### src/rtl/decode_ctrl_pkg.sv
// Purpose: shared types and constants for the decode->execute control pipe.
// Latency: n/a (package only).
// Backpressure: n/a. Holds the field layout, the side-effect mask and pack/unpack helpers.
package decode_ctrl_pkg;

  localparam int CTRL_WORD_W  = 14;

  // Field positions, LSB first.
  localparam int PC_LOAD_LSB  = 0;
  localparam int WRITE_LSB    = 1;
  localparam int ADR_MUX_LSB  = 2;
  localparam int WRITE_AD_LSB = 3;
  localparam int WRITE_AD_W   = 3;
  localparam int WREN_LSB     = 6;
  localparam int INPUT_LSB    = 7;
  localparam int ALU_LSB      = 8;
  localparam int ALU_W        = 4;
  localparam int BR_LSB       = 12;
  localparam int AR_LSB       = 13;

  // Bits that cause architectural side effects: PC_load, write, wren.
  localparam logic [CTRL_WORD_W-1:0] SE_MASK_DFLT = 14'h0043;

  // Declared MSB first so the packed layout matches the bit positions above.
  typedef struct packed {
    logic                  ar;
    logic                  br;
    logic [ALU_W-1:0]      alu;
    logic                  in_sel;
    logic                  wren;
    logic [WRITE_AD_W-1:0] write_ad;
    logic                  adr_mux;
    logic                  write;
    logic                  pc_load;
  } ctrl_word_t;

  // Occupancy of the 2-entry skid, derived from its valid bits.
  typedef enum logic [1:0] {
    ST_EMPTY = 2'd0,
    ST_ONE   = 2'd1,
    ST_FULL  = 2'd2
  } skid_state_t;

  function automatic ctrl_word_t unpack_ctrl(input logic [CTRL_WORD_W-1:0] w);
    ctrl_word_t c;
    c.pc_load  = w[PC_LOAD_LSB];
    c.write    = w[WRITE_LSB];
    c.adr_mux  = w[ADR_MUX_LSB];
    c.write_ad = w[WRITE_AD_LSB +: WRITE_AD_W];
    c.wren     = w[WREN_LSB];
    c.in_sel   = w[INPUT_LSB];
    c.alu      = w[ALU_LSB +: ALU_W];
    c.br       = w[BR_LSB];
    c.ar       = w[AR_LSB];
    return c;
  endfunction

  function automatic logic [CTRL_WORD_W-1:0] pack_ctrl(input ctrl_word_t c);
    logic [CTRL_WORD_W-1:0] w;
    w                             = '0;
    w[PC_LOAD_LSB]                = c.pc_load;
    w[WRITE_LSB]                  = c.write;
    w[ADR_MUX_LSB]                = c.adr_mux;
    w[WRITE_AD_LSB +: WRITE_AD_W] = c.write_ad;
    w[WREN_LSB]                   = c.wren;
    w[INPUT_LSB]                  = c.in_sel;
    w[ALU_LSB +: ALU_W]           = c.alu;
    w[BR_LSB]                     = c.br;
    w[AR_LSB]                     = c.ar;
    return w;
  endfunction

endpackage

### src/rtl/decode_ctrl_pipe_skid_buffer.sv
// Purpose: generic 2-entry valid/ready skid buffer with synchronous flush.
// Latency: 1 cycle accept->out_valid; 1 word/cycle sustained.
// Backpressure: in_ready = !skid valid, registered, no comb path from out_ready.
// Ports: CLK/RST_N, flush, in_valid/in_ready/in_data, out_valid/out_ready/out_data.
module skid_buffer
  import decode_ctrl_pkg::*;
#(
  parameter int WIDTH = 14
) (
  input  logic             CLK,
  input  logic             RST_N,
  input  logic             flush,
  input  logic             in_valid,
  output logic             in_ready,
  input  logic [WIDTH-1:0] in_data,
  output logic             out_valid,
  input  logic             out_ready,
  output logic [WIDTH-1:0] out_data
);

  logic             r_main_vld;
  logic             r_skid_vld;
  logic [WIDTH-1:0] r_main_dat;
  logic [WIDTH-1:0] r_skid_dat;

  skid_state_t w_state;
  logic        w_acc;
  logic        w_dlv;
  logic        w_main_vld_nxt;
  logic        w_skid_vld_nxt;
  logic        w_main_ld_in;
  logic        w_main_ld_skid;
  logic        w_skid_ld;

  assign w_acc = in_valid && !r_skid_vld;
  assign w_dlv = r_main_vld && out_ready;

  always_comb begin
    w_state = ST_EMPTY;
    if (r_skid_vld)      w_state = ST_FULL;
    else if (r_main_vld) w_state = ST_ONE;
  end

  always_comb begin
    w_main_vld_nxt = r_main_vld;
    w_skid_vld_nxt = r_skid_vld;
    w_main_ld_in   = 1'b0;
    w_main_ld_skid = 1'b0;
    w_skid_ld      = 1'b0;
    if (flush) begin
      // Flush wins over any accept/deliver; data registers are left as-is.
      w_main_vld_nxt = 1'b0;
      w_skid_vld_nxt = 1'b0;
    end else begin
      unique case (w_state)
        ST_EMPTY: begin
          if (w_acc) begin
            w_main_vld_nxt = 1'b1;
            w_main_ld_in   = 1'b1;
          end
        end
        ST_ONE: begin
          if (w_acc && w_dlv) begin
            w_main_ld_in   = 1'b1;
          end else if (w_acc) begin
            w_skid_vld_nxt = 1'b1;
            w_skid_ld      = 1'b1;
          end else if (w_dlv) begin
            w_main_vld_nxt = 1'b0;
          end
        end
        ST_FULL: begin
          // in_ready is low here, so only a deliver can happen.
          if (w_dlv) begin
            w_main_ld_skid = 1'b1;
            w_skid_vld_nxt = 1'b0;
          end
        end
        default: begin
          w_main_vld_nxt = 1'b0;
          w_skid_vld_nxt = 1'b0;
        end
      endcase
    end
  end

  always_ff @(posedge CLK or negedge RST_N) begin
    if (!RST_N) begin
      r_main_vld <= 1'b0;
      r_skid_vld <= 1'b0;
      r_main_dat <= '0;
      r_skid_dat <= '0;
    end else begin
      r_main_vld <= w_main_vld_nxt;
      r_skid_vld <= w_skid_vld_nxt;
      if (w_main_ld_in)        r_main_dat <= in_data;
      else if (w_main_ld_skid) r_main_dat <= r_skid_dat;
      if (w_skid_ld)           r_skid_dat <= in_data;
    end
  end

  assign in_ready  = !r_skid_vld;
  assign out_valid = r_main_vld;
  assign out_data  = r_main_dat;

endmodule

### src/rtl/decode_ctrl_pipe.sv
// Purpose: decode->execute control word pipe: skid buffer, side-effect masking, stall counter.
// Latency: 1 cycle accept->out_valid; 1 word/cycle sustained.
// Backpressure: in_ready registered (low only when both entries held); flush empties the pipe.
// Ports: CLK/RST_N, flush, in_valid/in_ready/in_ctrl, out_valid/out_ready/out_ctrl, stall_cnt.
module decode_ctrl_pipe
  import decode_ctrl_pkg::*;
#(
  parameter int                CTRL_W  = CTRL_WORD_W,
  parameter logic [CTRL_W-1:0] SE_MASK = CTRL_W'(SE_MASK_DFLT),
  parameter int                CNT_W   = 16
) (
  input  logic              CLK,
  input  logic              RST_N,
  input  logic              flush,
  input  logic              in_valid,
  output logic              in_ready,
  input  logic [CTRL_W-1:0] in_ctrl,
  output logic              out_valid,
  input  logic              out_ready,
  output logic [CTRL_W-1:0] out_ctrl,
  output logic [CNT_W-1:0]  stall_cnt
);

  logic              w_main_vld;
  logic [CTRL_W-1:0] w_main_dat;
  logic              w_stall;
  logic [CNT_W-1:0]  r_stall_cnt;

  skid_buffer #(
    .WIDTH (CTRL_W)
  ) u_skid (
    .CLK       (CLK),
    .RST_N     (RST_N),
    .flush     (flush),
    .in_valid  (in_valid),
    .in_ready  (in_ready),
    .in_data   (in_ctrl),
    .out_valid (w_main_vld),
    .out_ready (out_ready),
    .out_data  (w_main_dat)
  );

  // A bubble keeps its stale payload but can never fire a write, wren or PC load.
  assign out_valid = w_main_vld;
  assign out_ctrl  = w_main_dat & ~(SE_MASK & {CTRL_W{~w_main_vld}});

  assign w_stall = w_main_vld && !out_ready;

  // Saturating; deliberately untouched by flush so stalls across flushes add up.
  always_ff @(posedge CLK or negedge RST_N) begin
    if (!RST_N) begin
      r_stall_cnt <= '0;
    end else if (w_stall && !(&r_stall_cnt)) begin
      r_stall_cnt <= r_stall_cnt + 1'b1;
    end
  end

  assign stall_cnt = r_stall_cnt;

endmodule

### config.mk
export PLATFORM = sky130hd
export DESIGN_NAME = decode_ctrl_pipe
export DESIGN_NICKNAME = d
export VERILOG_FILES = /design/src/rtl/decode_ctrl_pkg.sv /design/src/rtl/decode_ctrl_pipe_skid_buffer.sv /design/src/rtl/decode_ctrl_pipe.sv
export SDC_FILE = /design/constraint.sdc
export NUM_CORES = 1
export LEC_CHECK = 0
export CAP_MARGIN = 40
export CORE_MARGIN = 2
export CORE_UTILIZATION = 30
export CTS_CLUSTER_DIAMETER = 120
export DETAILED_ROUTE_END_ITERATION = 10
export HOLD_SLACK_MARGIN = 0.1
export SETUP_SLACK_MARGIN = 0.3
export SYNTH_ARGS = -nofsm -noshare
export SYNTH_HDL_FRONTEND = slang
export SYNTH_SLANG_ARGS = --single-unit
### constraint.sdc
create_clock -name CLK -period 1.9 [get_ports CLK]
set_clock_uncertainty 0.15 [all_clocks]
set_input_delay 0.475 -clock CLK [delete_from_list [all_inputs] [get_ports CLK]]
set_output_delay 0.475 -clock CLK [all_outputs]
set_load 0.005 [all_outputs]
### Selected gate families, run 1

(4 px per um)
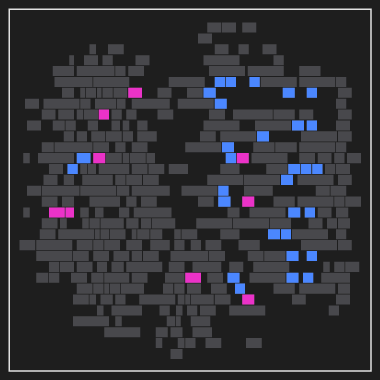
- non-inverting ao/oa cells: blue (cells 30)
- and/or cells: magenta (cells 9; most used and2_4)
Comb/total area: 30.5%
most numerous logic cell after layout: buf_4
fin cells: 404

### I/O pins on the die edge, run 1

(4 px per um) Pins as bars across the die edge, other pins in grey.
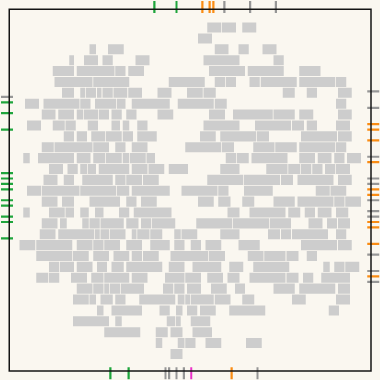
- stall_cnt: green (pins 16; direction output; edge 12 left, 2 top, 2 bottom)
- in_ready: magenta (pins 1; direction output; edge bottom)
- in_ctrl: orange (pins 14; direction input; edge 10 right, 3 top, 1 bottom)
- all pins by edge: 21 right, 13 left, 9 bottom, 8 top
Port Buffers: 50
Die X: 90.1 um
Die Span Y: 90.1 um

### I/O nets highlighted, run 1

(3 px per um)
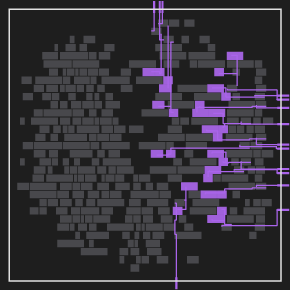
- in_ctrl: purple (bits 14; direction input; edge 10 right, 3 top, 1 bottom; end cells 28; buffers 14; wire 474 um)
io pins: 51

-- run 1: power by group --
part	internal, uW	switching, uW	leakage [uW]
clock	266	358	0.0000447
combinational	782	426	0.00123
sequential	1170	114	0.000576
total	2220	898	0.00185
-- run 1: repair_timing --
action / in CTS / in global routing
hold endpoints to repair: 46 / 0
pin swaps: 17 / 8
resized: 148 / 29
hold buffers: 1 / 0
cloned: 2 / 0
setup endpoints to repair: 76 / 68
setup buffers: 56 / 7
-- run 1: routing by layer --
metal	part of all wire, %	vias to the layer above
met5	0	-
met2	50	52
met3	4.7	4
li1	-	900
met1	45	942
met4	0.48	0
-- run 1: cell usage in the layout (no fill, tap or decap), types with 6 or more instances in the layout --
cell,Yosys,layout
nand2_1,7,7
buf_4,11,44
a22o_1,14,14
dlygate4sd2_1,0,6
buf_6,2,38
clkdlybuf4s50_1,0,14
mux2_4,10,12
dfrtp_1,46,38
clkdlybuf4s15_1,0,16
mux2_2,8,6
a21o_1,14,14
xor2_1,8,8
dfrtp_2,0,8
-- run 1: worst max-delay path, cell delays in order (launching register included) --
cell	delay, ns
dfrtp_1	0.40
buf_6	0.12
nand2b_4	0.13
or3_4	0.43
buf_12	0.17
mux2_4	0.29
-- run 1: metrics by stage --
| stage | worst slack (ns) | cells | cell area, sq um | hold WS, ns |
|---|---|---|---|---|
| 2_1_floorplan | -0.0247 | 183 | 2250 | 0.0294 |
| 3_3_place_gp | -0.528 | 329 | 2860 | 0.301 |
| 3_5_place_dp | -0.460 | 330 | 2870 | 0.314 |
| 4_1_cts | 0.0982 | 397 | 3680 | 0.343 |
| 5_1_grt | 0.0506 | 404 | 3790 | 0.356 |
| 6_report | 0.0965 | 404 | 3790 | 0.338 |
==> ci_impl_report.md, run 1 <==
## PnR job results

| Metric | Value |
|---|---|
| Hold Vio Cnt, Final | `0` |
| Crit path max fanout | `7` |
| Xor/xnor share | `a little under 4%` |
| Cell area after synthesis | `0.00222 sq mm` |
| Post-Synth Simple-Gate Area | `13.0%` |
| Flops after synth | `46` |
| Crit Path Class | `reg2reg` |
| Most common reg cell | `dfrtp_1` |
| Status | `completed` |
| RSZ-0062 raised after global routing | `yes` |
| Max FFs per register | `16` |
| Clock Sinks | `approximately 46` |
| Unique cell type count in the Yosys netlist | `38` |
| Max Slew Vio Count | `0` |
| Flop count | `46` |
| Crit path from | `u_skid.r_skid_vld` |
| Power Density | `822 mW/mm^2` |
| Final period util | `94.9%` |
| Synth Area in Adders | `0.563%` |
| Initial antenna violation count | `0` |
## Run 2: what changed since run 1
- TNS_END_PERCENT: unset -> 10
### Selected gate families, run 2

(4 px per um)
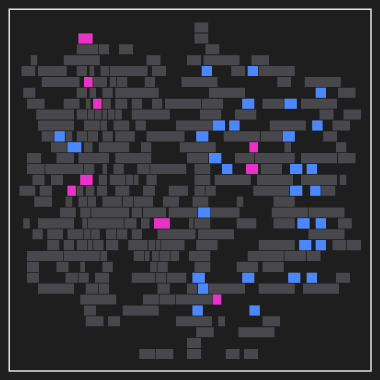
- non-inverting ao/oa cells: blue (cells 30)
- and/or cells: magenta (cells 9)
most numerous logic cell after layout: dfrtp_1
Comb/total area: 30.6%
fin cells: 376

### Cell sizes after repair, run 2

(4 px per um)
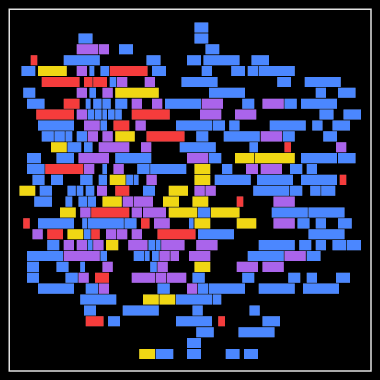
- x2: red (cells 24; most used dfrtp_2)
- x6 and larger: yellow (cells 25; most used buf_6)
- x3 and x4: purple (cells 65; most used buf_4)
- x1 and smaller: blue (cells 163; most used dfrtp_1)
Final WS setup: 0.0460 ns
area growth from synthesis to layout: 56.1%
Non-CTS buffers: 103
Finished Cell Area: 0.00347 sq mm

### I/O nets highlighted, run 2

(3 px per um)
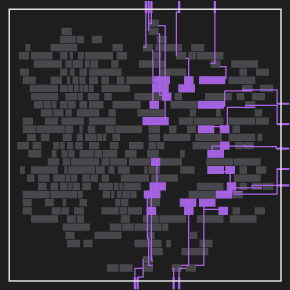
- in_ctrl: purple (bits 14; direction input; edge 5 top, 5 right, 4 bottom; end cells 28; buffers 14; wire 500 um)

==> ci_impl_report.md, run 2 <==
## PnR job results

| Metric | Value |
|---|---|
| Status | `completed (unchanged)` |
| Reg clk slew, reported paths | `0.10 ns (about the same)` |
| DRC | `0 (unchanged)` |
| Unique cell type count in the Yosys netlist | `38 (unchanged)` |
| Tool Warnings | `29 (unchanged)` |
| Crit-path max cell delay | `0.38 ns (was 0.43 ns)` |
| Die X | `90.1 um (unchanged)` |
| Placed insts | `339 (was 330)` |
| Most frequent cells in the layout | `38 x dfrtp_1, 37 x buf_4, 21 x clkdlybuf4s50_1, 15 x mux2_4 (was 44 x buf_4, 38 x buf_6, 38 x dfrtp_1, 16 x clkdlybuf4s15_1)` |
| Power Density | `851 mW/mm^2 (was 822 mW/mm^2)` |
| Gr usage total | `13.7% (was 14.6%)` |
| Crit. End Element | `register (unchanged)` |
| Hold Vio Cnt, Final | `0 (unchanged)` |
| Initial antenna violation count | `0 (unchanged)` |
| Worst-Margin Slew | `0.365 ns (was 0.301 ns)` |
| Post-place setup slack | `-0.367 ns (was -0.460 ns)` |
| Cell area after synthesis | `0.00222 sq mm (unchanged)` |
| DP Area | `0.00293 sq mm (was 0.00287 sq mm)` |
| Routed Antenna Nets | `0 (unchanged)` |
| Final WL | `5.76 mm (was 6.05 mm)` |
| Final period util | `97.6% (was 94.9%)` |
| Flops after synth | `46 (unchanged)` |
| Slew HR | `75.4% (was 79.8%)` |
| Largest net degree at the start of global routing | `47 (unchanged)` |
| RSZ-0062 raised after global routing | `yes (unchanged)` |
| YS warnings | `0 (unchanged)` |
| Die Span Y | `90.1 um (unchanged)` |
| Final TNS setup | `0 ns (unchanged)` |
| Hpwl dp | `3.46 mm (was 3.27 mm)` |
| Max Slew Vio Count | `0 (unchanged)` |
| Most common reg cell | `dfrtp_1 (unchanged)` |
| Port Buffers | `50 (unchanged)` |
| Die area | `0.00811 sq mm (unchanged)` |
| Synth Area in Adders | `0.563% (unchanged)` |
| Hold_ws | `0.325 ns (was 0.338 ns)` |
| Top cells by count, synth | `46 x dfrtp_1, 14 x a21o_1, 14 x a22o_1, 11 x buf_4, 11 x nand3_1 (unchanged)` |
| Pwr Total | `2950 uW (was 3120 uW)` |
| Io pins | `51 (unchanged)` |
| Slowest CP cell | `nor4_4 (was or3_4)` |
| Max Fclk | `539 MHz (was 554 MHz)` |
| Worst path cell trace | `buf_6 > ha_4 > nand4_1 > nor4_4 > buf_4 > nor3_1 > xor2_1 (was buf_6 > nand2b_4 > or3_4 > buf_12 > mux2_4)` |
| Fin util | `48.1% (was 52.6%)` |
| Max FFs per register | `16 (unchanged)` |
| Startpoint Class | `register (unchanged)` |
| Crit Path Class | `reg2reg (unchanged)` |
| Post-Synth Simple-Gate Area | `13.0% (unchanged)` |
| Crit path max fanout | `4 (was 7)` |
| Aoi share | `13.3% (unchanged)` |
| Clock Sinks | `46 (unchanged)` |
[run 2: cell counts after synthesis]
No cell type changed its count.
[run 2: critical path: cells and delay by family, from the launching register on]
| family | cells | cell delay, ns |
|---|---|---|
| xor+xnor | 1 | 0.16 |
| fa+ha+maj | 1 | 0.12 |
| buf+inv | 2 | 0.30 |
| flops | 1 | 0.37 |
| simple gates | 3 | 0.63 |
[run 2: worst paths after layout]
check,from,to,cells after the start
min in group asynchronous,RST_N,stall_cnt[12],3
min reg2reg,u_skid.out_data[3],u_skid.out_data[3],1
min,u_skid.out_data[3],u_skid.out_data[3],1
max,stall_cnt[1],stall_cnt[5],7
max in group asynchronous,RST_N,stall_cnt[11],3
max reg2reg,stall_cnt[1],stall_cnt[5],7
[run 2: layer usage]
metal  track usage, %  vias up  part of all wire [%]
li1                 -      842                     -
met1             17.2      885                    44
met2             24.1       53                    51
met3             2.93        9                   4.3
met4             3.08        0                  0.96
met5                0        -                     0
[run 2: repair_timing]
action | 4_1_cts | 5_1_grt
hold buffers | 1 | 0
endpoints found under the setup margin | 76 | 75
resized | 58 | 43
cloned | 1 | 0
hold endpoints to repair | 46 | 0
buffers inserted | 23 | 4
pin swaps | 3 | 12
[run 2: cell families after synthesis]
| logic type | Yosys count |
|---|---|
| simple gates | 50 |
| flops | 46 |
| compound gates | 39 |
| buf+inv | 19 |
| mux | 18 |
| xor+xnor | 10 |
| fa+ha+maj | 1 |
[run 2: cell type report]
type                       instances  area (sq um)
clock buffer                       5          68.8
multi-input combinational        118          1060
tap                               99           124
inverter                           2          10.0
timing repair buffer             103           998
fill                             688          3750
clock inverter                     3          43.8
sequential                        46          1160
[run 2: power by group]
group          switching (uW)  internal, uW
Combinational             328           583
Clock                     363           395
Sequential                113          1170
Total                     805          2150
## Run 3: what changed since run 2
- PLACE_DENSITY: unset -> 0.6
### Cell placement, run 3

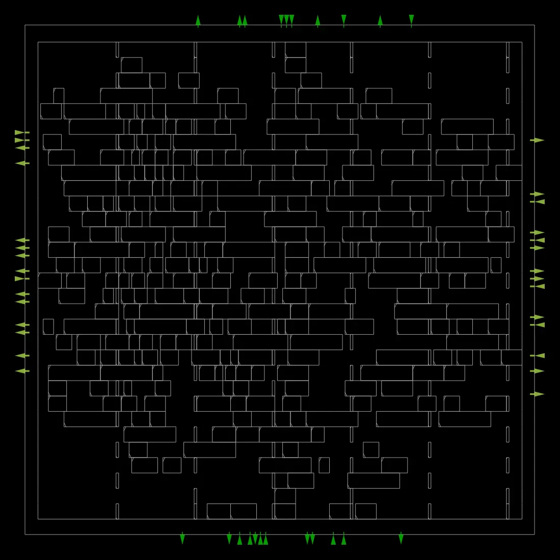
# rows: 31
tap cells: 99
core area: 0.00721 sq mm
Fill cells: 688
fin util: 48.1%

### I/O nets highlighted, run 3

(3 px per um)
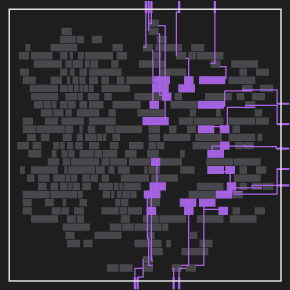
- in_ctrl: purple (bits 14; direction input; edge 5 top, 5 right, 4 bottom; end cells 28; buffers 14; wire 500 um)

### Selected gate families, run 3

(4 px per um)
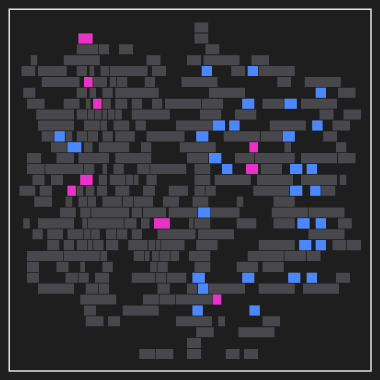
- and/or cells: magenta (cells 9)
- non-inverting ao/oa cells: blue (cells 30)

==> ci_impl_report.md, run 3 <==
## PnR job results

| Metric | Value |
|---|---|
| Top cells by count, synth | `46 x dfrtp_1, 14 x a21o_1, 14 x a22o_1, 11 x buf_4, 11 x nand3_1 (unchanged)` |
| Flops after synth | `46 (unchanged)` |
| Post-place setup slack | `-0.367 ns (unchanged)` |
| Unique cell type count in the Yosys netlist | `38 (unchanged)` |
| Status | `completed (unchanged)` |
| Power Density | `851 mW/mm^2 (unchanged)` |
| Area growth from synthesis to layout | `56.1% (unchanged)` |
| Reg power frac | `43.5% (about the same)` |
| Aoi share | `13.3% (unchanged)` |
| DP Area | `0.00293 sq mm (unchanged)` |
| Finished Cell Area | `0.00347 sq mm (unchanged)` |
| Hold_sp | `u_skid.out_data[3] (unchanged)` |
| Cell area after synthesis | `0.00222 sq mm (unchanged)` |
| Reg clk slew, reported paths | `0.10 ns (about the same)` |
| Crit path max fanout | `4 (unchanged)` |
| Port Buffers | `50 (unchanged)` |
| Routed Antenna Nets | `0 (unchanged)` |
| Max FFs per register | `16 (unchanged)` |
| Switching pwr | `805 uW (unchanged)` |
| Hold Vio Cnt, Final | `0 (unchanged)` |
==> run 3: cell counts in the layout (fill, tap and decap cells not counted) <==
Identical to the previous run, type by type.
==> run 3: power groups by stage <==
| stage | Combinational, uW | Clock [uW] | Sequential, uW |
|---|---|---|---|
| after detailed placement | 696 | 0 | 1320 |
| after floorplan | 325 | 0 | 1320 |
| after global routing | 991 | 824 | 1310 |
| after CTS | 811 | 771 | 1280 |
| final | 911 | 758 | 1280 |
| after global placement | 673 | 0 | 1320 |
==> run 3: metal layers <==
metal | GRT usage (%) | vias up | routed length [um]
li1 | - | 842 | -
met1 | 17.2 | 885 | 2510
met2 | 24.1 | 53 | 2950
met3 | 2.93 | 9 | 246
met4 | 3.08 | 0 | 55
met5 | 0 | - | 0
==> run 3: cells by family after synthesis <==
group	after synthesis
compound gates	39
simple gates	50
fa+ha+maj	1
xor+xnor	10
buf+inv	19
mux	18
flops	46
==> run 3: repair_timing <==
item                                   4_1_cts  5_1_grt
buffers inserted                            23        4
cloned                                       1        0
gates resized                               58       43
endpoints found under the hold margin       46        0
hold buffers                                 1        0
pin swaps                                    3       12
setup endpoints to repair                   76       75
==> run 3: layout make-up <==
class	count	area [sq um]	area share (%)
Clock inverter	3	43.8	1.26
Multi-Input combinational cell	118	1060	30.6
Clock buffer	5	68.8	1.98
Timing Repair Buffer	103	998	28.8
Inverter	2	10.0	0.289
Tap cell	99	124	3.57
Sequential cell	46	1160	33.5
==> run 3: worst max-delay path, cell delays in order (launching register included) <==
cell and delay (ns):
dfrtp_1 0.37, buf_6 0.11, ha_4 0.12, nand4_1 0.20
nor4_4 0.38, buf_4 0.19, nor3_1 0.05, xor2_1 0.16
Power and IR drop assume default switching activity.
